`src/rtl/ucode_pkg.sv`:
```
`default_nettype none
// ============================================================================
//  Module      : ucode_pkg
//  Description : Shared constants for the micro-op sequencer: NOP encoding,
//                macro opcode, FSM state encoding, instruction field
//                positions, per-macro BASE/LEN tables and the micro-op ROM
//                contents.
//  Revision    : 1.0 - initial release
// ============================================================================
package ucode_pkg;

    localparam int          INSTR_W      = 32;
    localparam int          UADDR_W      = 6;
    localparam int          MAX_UOPS     = 8;
    localparam int          LEN_W        = $clog2(MAX_UOPS + 1);
    localparam int          ROM_W        = INSTR_W + 3;
    localparam logic [31:0] NOP          = 32'h0000_0013;
    localparam logic [6:0]  MACRO_OPCODE = 7'b0001011;

    typedef enum logic [0:0] {
        ST_IDLE = 1'b0,
        ST_SEQ  = 1'b1
    } state_e;

    // Instruction field positions (RISC-V base encoding)
    localparam int RD_LSB     = 7;
    localparam int FUNCT3_LSB = 12;
    localparam int RS1_LSB    = 15;
    localparam int RS2_LSB    = 20;
    localparam int REG_W      = 5;

    // Substitution flag positions inside a ROM word
    localparam int SUB_RD_BIT  = 34;
    localparam int SUB_RS1_BIT = 33;
    localparam int SUB_RS2_BIT = 32;

    // First ROM address of each macro, indexed by funct3
    function automatic logic [5:0] base_of(input logic [2:0] f3);
        logic [5:0] b;
        case (f3)
            3'd0:    b = 6'd0;
            3'd1:    b = 6'd2;
            3'd2:    b = 6'd8;
            3'd3:    b = 6'd63;
            3'd4:    b = 6'd16;
            3'd5:    b = 6'd20;
            3'd6:    b = 6'd32;
            default: b = 6'd40;
        endcase
        return b;
    endfunction

    // Raw micro-op count of each macro; values above MAX_UOPS are clamped
    // by the sequencer, so entry 5 deliberately exceeds the limit.
    function automatic logic [3:0] len_of(input logic [2:0] f3);
        logic [3:0] l;
        case (f3)
            3'd0:    l = 4'd2;
            3'd1:    l = 4'd4;
            3'd2:    l = 4'd3;
            3'd3:    l = 4'd2;
            3'd4:    l = 4'd0;
            3'd5:    l = 4'd10;
            3'd6:    l = 4'd1;
            default: l = 4'd8;
        endcase
        return l;
    endfunction

    // ROM contents: an R-type micro-op whose fields are derived from the
    // address, so every entry is distinct. Flags: sub_rd on even addresses,
    // sub_rs1 when addr[1] is set, sub_rs2 when addr[2] is set.
    function automatic logic [ROM_W-1:0] rom_entry(input int unsigned a);
        logic [5:0]  a6;
        logic [31:0] uop;
        a6  = a[5:0];
        uop = {1'b0, a6, 5'(a6 + 6'd1), 5'(a6 + 6'd2), a6[2:0],
               5'(a6 + 6'd3), 7'b0110011};
        return {~a6[0], a6[1], a6[2], uop};
    endfunction

endpackage
`default_nettype wire

```
`src/rtl/ucode_rom.sv`:
```
`default_nettype none
// ============================================================================
//  Module      : ucode_rom
//  Description : 2^UADDR_W x 35-bit combinational-read micro-op ROM.
//                Word layout {sub_rd, sub_rs1, sub_rs2, uop[31:0]}.
//  Ports       : addr_i  - read address
//                data_o  - ROM word at addr_i (same cycle)
//  Revision    : 1.0 - initial release
// ============================================================================
module ucode_rom
    import ucode_pkg::*;
#(
    parameter int UADDR_W = 6
) (
    input  logic [UADDR_W-1:0] addr_i,
    output logic [ROM_W-1:0]   data_o
);

    logic [ROM_W-1:0] rom_w [2**UADDR_W];

    for (genvar i = 0; i < 2**UADDR_W; i++) begin : g_rom
        assign rom_w[i] = rom_entry(i);
    end

    assign data_o = rom_w[addr_i];

endmodule
`default_nettype wire

```
`src/rtl/ucode_sequencer.sv`:
```
`default_nettype none
// ============================================================================
//  Module      : ucode_sequencer
//  Description : Expands custom-0 macro instructions into micro-op sequences
//                and drives the filtered/ucode mux select. Regular
//                instructions pass through (control=0); a macro costs one NOP
//                slot, then its micro-ops are issued one per decode_ready
//                cycle while fetch is stalled.
//  Ports       : clk, rst                 - clock, synchronous active-high reset
//                filtered_instruction_i   - instruction from fetch filter
//                instr_valid_i            - filtered_instruction_i valid
//                decode_ready_i           - decode accepts mux output
//                flush_i                  - pipeline flush
//                fetch_stall_o            - hold fetch
//                ucode_instruction_o      - micro-op to the mux
//                control_o                - mux select (1 = ucode)
//                ucode_valid_o            - ucode_instruction_o valid
//                busy_o                   - sequence in flight
//  Revision    : 1.0 - initial release
// ============================================================================
module ucode_sequencer
    import ucode_pkg::*;
(
    input  logic               clk,
    input  logic               rst,
    input  logic [INSTR_W-1:0] filtered_instruction_i,
    input  logic               instr_valid_i,
    input  logic               decode_ready_i,
    input  logic               flush_i,
    output logic               fetch_stall_o,
    output logic [INSTR_W-1:0] ucode_instruction_o,
    output logic               control_o,
    output logic               ucode_valid_o,
    output logic               busy_o
);

    state_e              state_q;
    logic [UADDR_W-1:0]  uaddr_q;
    logic [LEN_W-1:0]    remain_q;
    // Only the register fields of the macro are ever substituted, so only
    // those are kept.
    logic [REG_W-1:0]    mac_rd_q, mac_rs1_q, mac_rs2_q;

    logic                is_macro;
    logic [2:0]          funct3;
    logic [3:0]          len_raw;
    logic [LEN_W-1:0]    len_sel;
    logic [ROM_W-1:0]    rom_word;
    logic [INSTR_W-1:0]  uop_sub;
    logic                unused_bits;

    assign is_macro = instr_valid_i & (filtered_instruction_i[6:0] == MACRO_OPCODE);
    assign funct3   = filtered_instruction_i[FUNCT3_LSB +: 3];
    assign len_raw  = len_of(funct3);
    assign len_sel  = (32'(len_raw) > MAX_UOPS) ? LEN_W'(MAX_UOPS) : LEN_W'(len_raw);
    assign unused_bits = ^filtered_instruction_i[31:25];

    ucode_rom #(.UADDR_W(UADDR_W)) u_rom (
        .addr_i (uaddr_q),
        .data_o (rom_word)
    );

    always_comb begin
        uop_sub = rom_word[INSTR_W-1:0];
        if (rom_word[SUB_RD_BIT])  uop_sub[RD_LSB  +: REG_W] = mac_rd_q;
        if (rom_word[SUB_RS1_BIT]) uop_sub[RS1_LSB +: REG_W] = mac_rs1_q;
        if (rom_word[SUB_RS2_BIT]) uop_sub[RS2_LSB +: REG_W] = mac_rs2_q;
    end

    always_ff @(posedge clk) begin
        if (rst) begin
            state_q   <= ST_IDLE;
            uaddr_q   <= '0;
            remain_q  <= '0;
            mac_rd_q  <= '0;
            mac_rs1_q <= '0;
            mac_rs2_q <= '0;
        end else if (flush_i) begin
            // Pending micro-ops are dropped; a macro in IDLE is not accepted.
            state_q  <= ST_IDLE;
            remain_q <= '0;
        end else begin
            case (state_q)
                ST_IDLE: begin
                    if (is_macro && decode_ready_i) begin
                        mac_rd_q  <= filtered_instruction_i[RD_LSB  +: REG_W];
                        mac_rs1_q <= filtered_instruction_i[RS1_LSB +: REG_W];
                        mac_rs2_q <= filtered_instruction_i[RS2_LSB +: REG_W];
                        uaddr_q   <= UADDR_W'(base_of(funct3));
                        remain_q  <= len_sel;
                        // A zero-length macro is just the NOP slot.
                        state_q   <= (len_sel != '0) ? ST_SEQ : ST_IDLE;
                    end
                end
                ST_SEQ: begin
                    if (decode_ready_i) begin
                        uaddr_q  <= uaddr_q + UADDR_W'(1);
                        remain_q <= remain_q - LEN_W'(1);
                        if (remain_q == LEN_W'(1)) begin
                            state_q <= ST_IDLE;
                        end
                    end
                end
                default: state_q <= ST_IDLE;
            endcase
        end
    end

    // The macro slot itself must show control=1 in the same cycle it is
    // presented, so outputs decode state plus the live input.
    always_comb begin
        fetch_stall_o       = 1'b0;
        busy_o              = 1'b0;
        control_o           = is_macro;
        ucode_valid_o       = is_macro;
        ucode_instruction_o = NOP;
        if (state_q == ST_SEQ) begin
            fetch_stall_o       = 1'b1;
            busy_o              = 1'b1;
            control_o           = 1'b1;
            ucode_valid_o       = 1'b1;
            ucode_instruction_o = uop_sub;
        end
    end

endmodule
`default_nettype wire

```
`config.mk`:
```
export PLATFORM = sky130hd
export DESIGN_NAME = ucode_sequencer
export DESIGN_NICKNAME = d
export VERILOG_FILES = /design/src/rtl/ucode_pkg.sv /design/src/rtl/ucode_rom.sv /design/src/rtl/ucode_sequencer.sv
export SDC_FILE = /design/constraint.sdc
export NUM_CORES = 1
export LEC_CHECK = 0
export ABC_AREA = 1
export CAP_MARGIN = 20
export CORE_ASPECT_RATIO = 2
export CORE_MARGIN = 2
export CORE_UTILIZATION = 30
export CTS_CLUSTER_DIAMETER = 80
export DETAILED_ROUTE_END_ITERATION = 10
export GPL_TIMING_DRIVEN = 1
export PLACE_DENSITY_LB_ADDON = 0.3
export RECOVER_POWER = 25
export SETUP_SLACK_MARGIN = 0.05
export SLEW_MARGIN = 20
export SYNTH_ARGS = -nofsm -noshare
export SYNTH_HDL_FRONTEND = slang
export SYNTH_SLANG_ARGS = --single-unit
```
`constraint.sdc`:
```
create_clock -name clk -period 1.43 [get_ports clk]
set_input_delay 0.143 -clock clk [delete_from_list [all_inputs] [get_ports clk]]
set_output_delay 0.143 -clock clk [all_outputs]
set_load 0.1 [all_outputs]
```
==> flow_summary.yaml <==
# flow metrics
synth:
  synth_cells: 302
  ys_seq_frac: 0.282
  area_leaders: "dfxtp_1 28%, nand2_1 16%, nor2_1 12%, inv_1 8.8%, ha_1 6.8%"
  yosys_area_mm2: 0.00184
  ys_sh_adder: 0.0679
  syn_area_mm2: 0.00184
  synth_top_cell_by_area: "dfxtp_1"
  logic_family: "simple AND/OR/NAND/NOR gates"
  yosysMostFrequentCell: "nand2_1"
  synthAoiAreaFrac: 0.123
  edf_count: 0
  xor_area_frac: 0.00475
global_routing:
  grt_usage: 0.187
  grt_max_degree: 31
  grt.busiest_layer: "met2"
  overflow: 0
  first_global_vias: 2135
  grt_use_met2: 0.363
finish:
  nMultiInputCombCells: 213
  fin_util: 0.692
  clock_buffer_count: 4
  n_antenna_cell: 0
  comb_share: 0.403
  seq_cells: 26
  largest_class: "logic gates"
  sh_seq_area: 0.130
  fillCellCount: 404
  clock_area_frac: 0.0216
  finalNonFillerCells: 469
  stdcell_area_mm2: 0.00412
  regArea_um2: 536
  logic_area_mm2: 0.00166
final_timing:
  fin_ws_ns: -0.342
  hold_ws_ns: 0.452
  fin_tns_setup_ns: -3.92
  rsz0062_at_grt: "yes"
  tightest_slew_ns: 0.527
  relSlewSlack: 0.648
  setup_violations: 42
  fin_skew_ns: 0.00260
setup_path:
  crit_chain: "buf_6, ha_4, a21oi_1, o32ai_4, buf_12"
  crit_arrival_ns: 1.63
  cp-startpoint: "uaddr_q[1]"
  reg2regPathDepth: 9
  cpMaxStageDelayCell: "dfxtp_2"
  worst_setup_path_start_kind: "flop"
  r2r_start: "state_q"
  max_stage_delay_ns: 0.38
  worstSetupEndpoint: "ucode_instruction_o[19]"
route:
  route.met3.wl_um: 296
  viasPerCell: 5.01
  dr.pass1.iters: 4
clock_tree:
  h-tree-depth: 1
  cts-hold-fix-buffers: 0
  clkTransAtPathRegs_ns: 0.07
  cts_tree: "done"
place:
  port_buffers: 58
  placed_area_mm2: 0.00311
floorplanning:
  nWellTaps: 63
  fp_util: 0.309
  fp.dieW_um: 59.4
power_and_ir_drop:
  powerDensity_mw_per_mm2: 410
worst_hold_path:
  min_to: "mac_rs2_q[3]"
  holdPathStages: 3
  min_from: "filtered_instruction_i[23]"
job:
  maxCapViolations: 0
outcome:
  outcome: "finished with violations"
  violations: "negative setup slack"
==> cell families (layout without fill, tap and decap cells) <==
| kind of cell | Yosys count | after routing |
|---|---|---|
| fa+ha+maj | 10 | 10 |
| simple gates | 156 | 157 |
| other cells | 2 | 7 |
| xor+xnor | 1 | 1 |
| flops | 26 | 26 |
| buf+inv | 69 | 167 |
| compound gates | 38 | 38 |
==> sequential cells by signal, summed over array words and instances, names as in the netlist <==
signal	flops
mac_rs1_q	5
mac_rs2_q	5
mac_rd_q	5
state_q	1
remain_q	4
uaddr_q	6
==> placed cells by master (no fill, tap or decap), types with 4 or more instances in the layout <==
master / instances
nor2_2: 5
o21ai_4: 5
nor2_1: 49
buf_6: 24
dfxtp_1: 20
buf_4: 25
clkdlybuf4s50_1: 24
ha_4: 8
o22ai_4: 7
nand3_1: 5
nand2_4: 17
nand2_1: 42
o21ai_1: 7
conb_1: 7
nor2_4: 6
clkbuf_16: 6
inv_4: 4
nand2_2: 21
buf_12: 33
clkinvlp_4: 8
o21ai_0: 5
inv_1: 31
==> report_power, final <==
part           switching (W)  internal [W]
clock network       0.000281      0.000430
registers        0.000000956      0.000719
logic               0.000162     0.0000968
total               0.000443       0.00124
==> repair_timing <==
| item | CTS | global route |
|---|---|---|
| gates cloned | 0 | 5 |
| hold endpoints to repair | 0 | 0 |
| setup endpoints to repair | 27 | 54 |
| gates resized | 66 | 108 |
| buffers inserted | 11 | 14 |
| pin swaps | 19 | 45 |
==> tightest hold or removal path: cells and delay by family <==
kind                   cells  cell delay (ns)
AND/OR/NAND/NOR            2             0.15
buffers and inverters      1             0.40
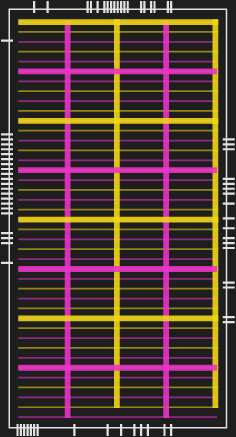
pdn.png
Pins as bars on the die edge.
legend:
  VSS:
    colour: magenta
  VDD:
    colour: yellow
signal pins: 73
met5 straps: 8
met1 rails: 41
met4 straps: 4
Die Span Y: 115 µm
CORE AREA: 0.00596 mm²

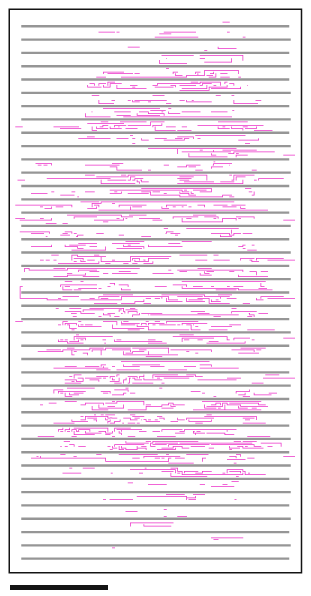
met1.png
The bar under the picture is 20 µm long. Supply wires on this layer in grey.
share of all routed wire: 32%
wire length on this layer: 2520 µm
nets with wire on the layer: 378
global routing usage on met1: 0.181
DR vias: 2349
Post-Route WL: 7860 µm

